$ cat config.mk
export PLATFORM = sky130hd
export DESIGN_NAME = serial_add_ctrl
export DESIGN_NICKNAME = d
export VERILOG_FILES = /design/src/rtl/serial_add_ctrl_pkg.sv /design/src/rtl/serial_add_ctrl_fa.sv /design/src/rtl/serial_add_ctrl.sv
export SDC_FILE = /design/constraint.sdc
export NUM_CORES = 1
export LEC_CHECK = 0
export CAP_MARGIN = 20
export CORE_ASPECT_RATIO = 0.7
export CORE_MARGIN = 5
export CORE_UTILIZATION = 40
export DETAILED_ROUTE_END_ITERATION = 12
export PLACE_DENSITY = 0.73
export SLEW_MARGIN = 15
export SYNTH_ARGS = -nofsm -noshare
export SYNTH_HDL_FRONTEND = slang
export SYNTH_SLANG_ARGS = --single-unit
$ cat constraint.sdc
create_clock -name clk -period 1.4 [get_ports clk]
set_clock_uncertainty 0.1 [all_clocks]
set_input_delay 0.14 -clock clk [delete_from_list [all_inputs] [get_ports clk]]
set_output_delay 0.14 -clock clk [all_outputs]
set_load 0.02 [all_outputs]
$ cat src/rtl/serial_add_ctrl_pkg.sv
// Shared constants for the bit-serial add/subtract controller.
// Holds the FSM state encoding and the default operand width.
package serial_add_ctrl_pkg;

    localparam int WIDTH_DEF = 8;

    typedef enum logic [1:0] {
        S_IDLE = 2'd0,
        S_RUN  = 2'd1,
        S_DONE = 2'd2
    } state_t;

endpackage

$ cat src/rtl/serial_add_ctrl_fa.sv
// 1-bit full-adder cell, purely combinational; zero latency, no backpressure.
module fa (
    input  logic a,
    input  logic b,
    input  logic cin,
    output logic sum,
    output logic cout
);

    assign sum  = a ^ b ^ cin;
    assign cout = (a & b) | (cin & (a ^ b));

endmodule

$ cat src/rtl/serial_add_ctrl.sv
// Bit-serial add/subtract through one full-adder cell; done pulses WIDTH+1 edges after start.
// No backpressure: start is only accepted in IDLE and is dropped while busy.
module serial_add_ctrl
    import serial_add_ctrl_pkg::*;
#(
    parameter int WIDTH = WIDTH_DEF
) (
    input  logic             clk,
    input  logic             rst_n,
    input  logic             start,
    input  logic             sub,
    input  logic [WIDTH-1:0] op_a,
    input  logic [WIDTH-1:0] op_b,
    output logic             busy,
    output logic             done,
    output logic [WIDTH-1:0] result,
    output logic             cout,
    output logic             ovf
);

    localparam int CW = $clog2(WIDTH);
    localparam logic [CW-1:0] CNT_LAST = CW'(WIDTH - 1);

    state_t           state;
    state_t           state_nxt;
    logic [WIDTH-1:0] sa;
    logic [WIDTH-1:0] sb;
    logic [WIDTH-1:0] res;
    logic [CW-1:0]    cnt;
    logic             cy;
    logic             c_msb_in;
    logic             c_fin;
    logic             fa_sum;
    logic             fa_cout;

    fa u_fa (
        .a    (sa[0]),
        .b    (sb[0]),
        .cin  (cy),
        .sum  (fa_sum),
        .cout (fa_cout)
    );

    always_comb begin
        state_nxt = state;
        unique case (state)
            S_IDLE:  if (start) state_nxt = S_RUN;
            S_RUN:   if (cnt == CNT_LAST) state_nxt = S_DONE;
            S_DONE:  state_nxt = S_IDLE;
            default: state_nxt = S_IDLE;
        endcase
    end

    assign busy = (state != S_IDLE);

    always_ff @(posedge clk) begin
        if (!rst_n) begin
            state    <= S_IDLE;
            sa       <= '0;
            sb       <= '0;
            res      <= '0;
            cnt      <= '0;
            cy       <= 1'b0;
            c_msb_in <= 1'b0;
            c_fin    <= 1'b0;
            done     <= 1'b0;
            result   <= '0;
            cout     <= 1'b0;
            ovf      <= 1'b0;
        end else begin
            state <= state_nxt;
            done  <= 1'b0;
            case (state)
                S_IDLE: begin
                    // Subtraction is a + ~b + 1: invert b and seed the carry with 1.
                    if (start) begin
                        sa  <= op_a;
                        sb  <= sub ? ~op_b : op_b;
                        cy  <= sub;
                        cnt <= '0;
                    end
                end
                S_RUN: begin
                    sa  <= sa >> 1;
                    sb  <= sb >> 1;
                    res <= {fa_sum, res[WIDTH-1:1]};
                    cy  <= fa_cout;
                    cnt <= cnt + 1'b1;
                    if (cnt == CNT_LAST) begin
                        c_msb_in <= cy;
                        c_fin    <= fa_cout;
                    end
                end
                S_DONE: begin
                    result <= res;
                    cout   <= c_fin;
                    ovf    <= c_msb_in ^ c_fin;
                    done   <= 1'b1;
                end
                default: ;
            endcase
        end
    end

endmodule

==> images/closeup.png <==
Region (34, 22) to (59, 47) um. Cells in grey, sequential cells in the stronger grey; small squares are vias.
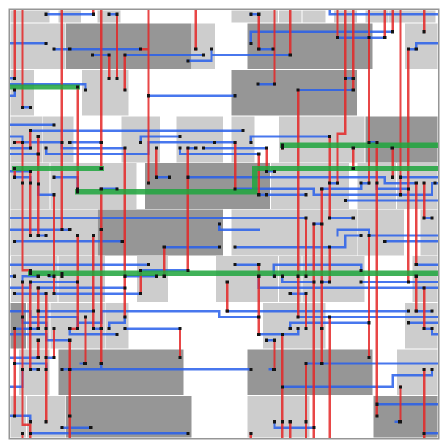
| colour | layer |
|---|---|
| blue | M1 |
| red | M2 |
| green | M3 |
sequential cells in the window: 10
cells with their middle in the window: 45
netlist names of flops here include: cnt (3), res (2), sa (2)
most frequent: dfxtp_1 (10), nand2_1 (5)

==> images/clock_nets.png <==
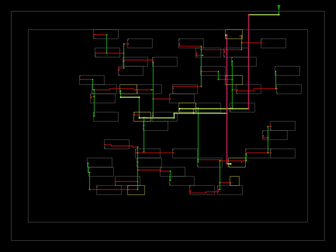
TritonCTS buffer count: 5
Clock group: 0.859 mW

==> images/clock_wires.png <==
(6 px per um)
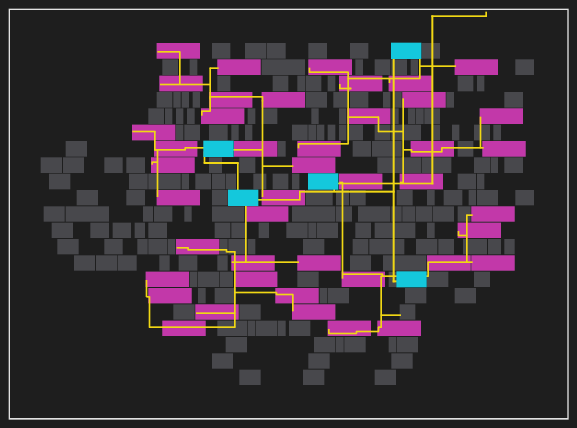
[yellow] clock wires | length: 496 um
[magenta] flip-flops | count: 43
[cyan] clock-net drivers | count: 5
routed clock nets: 6
Latency at later pin: 0.29 ns
Clk pwr share: 34.5%

==> images/class_map.png <==
(4 px per um) Fill, decap, tap and diode cells in grey.
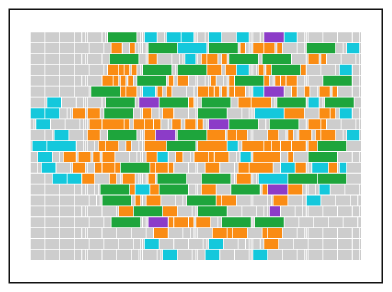
| colour | class | cells |
|---|---|---|
| green | registers | 43 |
| cyan | remaining buffers and delay cells | 43 |
| orange | remaining logic cells | 140 |
| purple | clock drivers and dummy loads | 8 |
Core ar.: 0.004730 mm2
Design Area, Final: 0.002441 mm2

==> Slide: Implementation Results <==
Implementation Results

Synth
  – Post-synth top area cell: dfxtp_1
  – Cell count listed in synth_stat.txt: 197
  – Yosys xor share: 4.099%
  – Chip Area, Yosys: between 0.0015 and 0.002 mm2
  – Number of enable flip-flop cells: 0
  – Distinct cells, synth: 33
  – And+or+nand+nor area frac: about a fifth
  – Synth Area per Inst: roughly 9.8 um2
  – Top-area cell share: 44.76%
  – Seq share, synth: 44.76%
  – Synth Area in Adders: under 10%
  – Mux cell area share: between 5 and 6%
  – Main flop type: dfxtp_1

Worst setup path
  – Critical path start-end classification: reg2reg
  – Critical Path Fanout Max: 3
  – Flop2flop setup slack: 0.08 ns
  – Arrival time worst endpoint: 1.41 ns
  – Startpoint Class: flop
  – CP Data Required Time: between 1 and 1.5 ns
  – R2r endpoint: cy
  – R2R depth: 4

Detailed routing
  – Post-Route WL: 3654 um
  – Via/cell ratio: 5.027
  – Post-route DRC: 0
  – DRT iter0 DRCs: 86
  – Routed wire per std cell: 12.56 um

STA
  – Max Freq: 0.7563 GHz
  – Unrepaired setup endpoints after global routing: yes
  – Max-slew headroom: 81.34%
  – Worst hold slack: ~0.35 ns
  – Final hold viol count: 0
  – Tcrit/Tclk final: between 90% and 100%
  – Worst setup margin: 0.07775 ns
  – Period minus WS final: 1.322 ns
  – Sum Neg Setup Slack: 0 ns
  – Setup violators final: 0

Finish
  – Share of cells above drive strength 1: 14.10%
  – Reg area: 860.8 um2
  – Synthesis-to-layout area growth: 26.94%
  – Final Core Density: 51.61%
  – Top cells excl fill/tap: nand2_1 (51), dfxtp_1 (43), clkdlybuf4s50_1 (19)
  – Post-Layout Cell Count: 291
  – Filler Cell Count: 435
  – Most numerous logic cell after layout: nand2_1

Clock tree
  – Root buffer cell: clkbuf_8
  – Post-CTS setup buffers: 0
  – CTS tree: built
  – Maximum buffer depth of the clock tree: 2
  – H-Tree Depth: 2

Pwr
  – Power Combinational: 0.333 mW
  – Switch share: 23.52%
  – Static leakage: roughly 1.0 nW
  – VDD IR max: 0.3509 mV
  – Gate power share: 13.4%
  – Top pwr grp: sequential cells
  – Psw: 0.5856 mW

Die
  – Die area: 0.006316 mm2
  – Ports: 32
  – Die X: 92.88 um
  – Die H: 68.01 um
  – Initial core utilization: between 40% and 50%

Global route
  – Total track usage: 12.50%
  – Global route overflow: 0
  – Number of antenna violations at the first check in global routing: 0
  – Pin count of the biggest net entering global routing: 28

Placed design
  – DPL Wire Length: 2541 um
  – DP Area: 0.002332 mm2
  – PortBufs: 31
  – Pre-CTS WS: -0.1036 ns

Outcome
  – Status: finished, final reports clean

Job
  – Max Cap Viol: 0
  – Tool warnings: 27

Min path
  – Hold Crit Class: reg2reg
timing repair:
item	4_1_cts	5_1_grt
endpoints found under the setup margin	12	20
hold buffers	0	0
resized	14	5
cloned	0	1
critical path, cell delays in order, from the launching register on:
cell,delay (ns)
dfxtp_1,0.35
fa_1,0.45
mux2i_1,0.14
nand2_1,0.07
o211a_1,0.12
routing by layer:
layer	vias to the layer above	routed length, um	track usage [%]
met5	-	0	0
met4	0	65	4.936
met3	5	177	3.297
met2	34	1503	18.74
met1	671	1908	17.24
li1	753	-	-
registers in the layout, summed over array words and instances, names as in the netlist, 2 cells and up:
| register | count |
|---|---|
| res | 8 |
| result | 8 |
| sa | 8 |
| sb | 8 |
| cnt | 3 |
| state | 2 |
cell families after synthesis:
kind of cell | count (synthesis)
DFF | 43
and+or+nand+nor | 75
adders and majority gates | 3
muxes | 10
buffers and inverters | 16
AOI/OAI and AO/OA | 41
xor gates and xnor gates | 9
cell type report:
class,count,share of cell area [%]
inverters,1,0.1538
well taps,57,2.922
flip-flops and latches,43,35.26
clock inverters,1,0.3075
repair buffers,43,17.84
clock buffers,7,3.947
multi-input cells,139,39.57
synth_stat cells (3+ instances only):
cell	number
nand3_1	8
buf_2	3
clkbuf_1	4
xor2_1	6
o211a_1	10
a21boi_1	16
nand2_1	51
buf_6	6
xnor2_1	3
mux2i_1	10
nor2b_1	5
dfxtp_1	43
a22oi_1	4
o221ai_1	5
worst max-delay path by stage:
| stage | start | end | slack, ns |
|---|---|---|---|
| after floorplan | cnt[0] | c_fin | 0.15 |
| after global placement | start | sb[2] | -0.07 |
| after detailed placement | start | sb[4] | -0.10 |
| after CTS | state[1] | busy | 0.01 |
| after global routing | state[1] | result[1] | 0.001 |
| final | cy | cy | 0.08 |
No activity file was given, so power comes from the tool's default toggle rates.
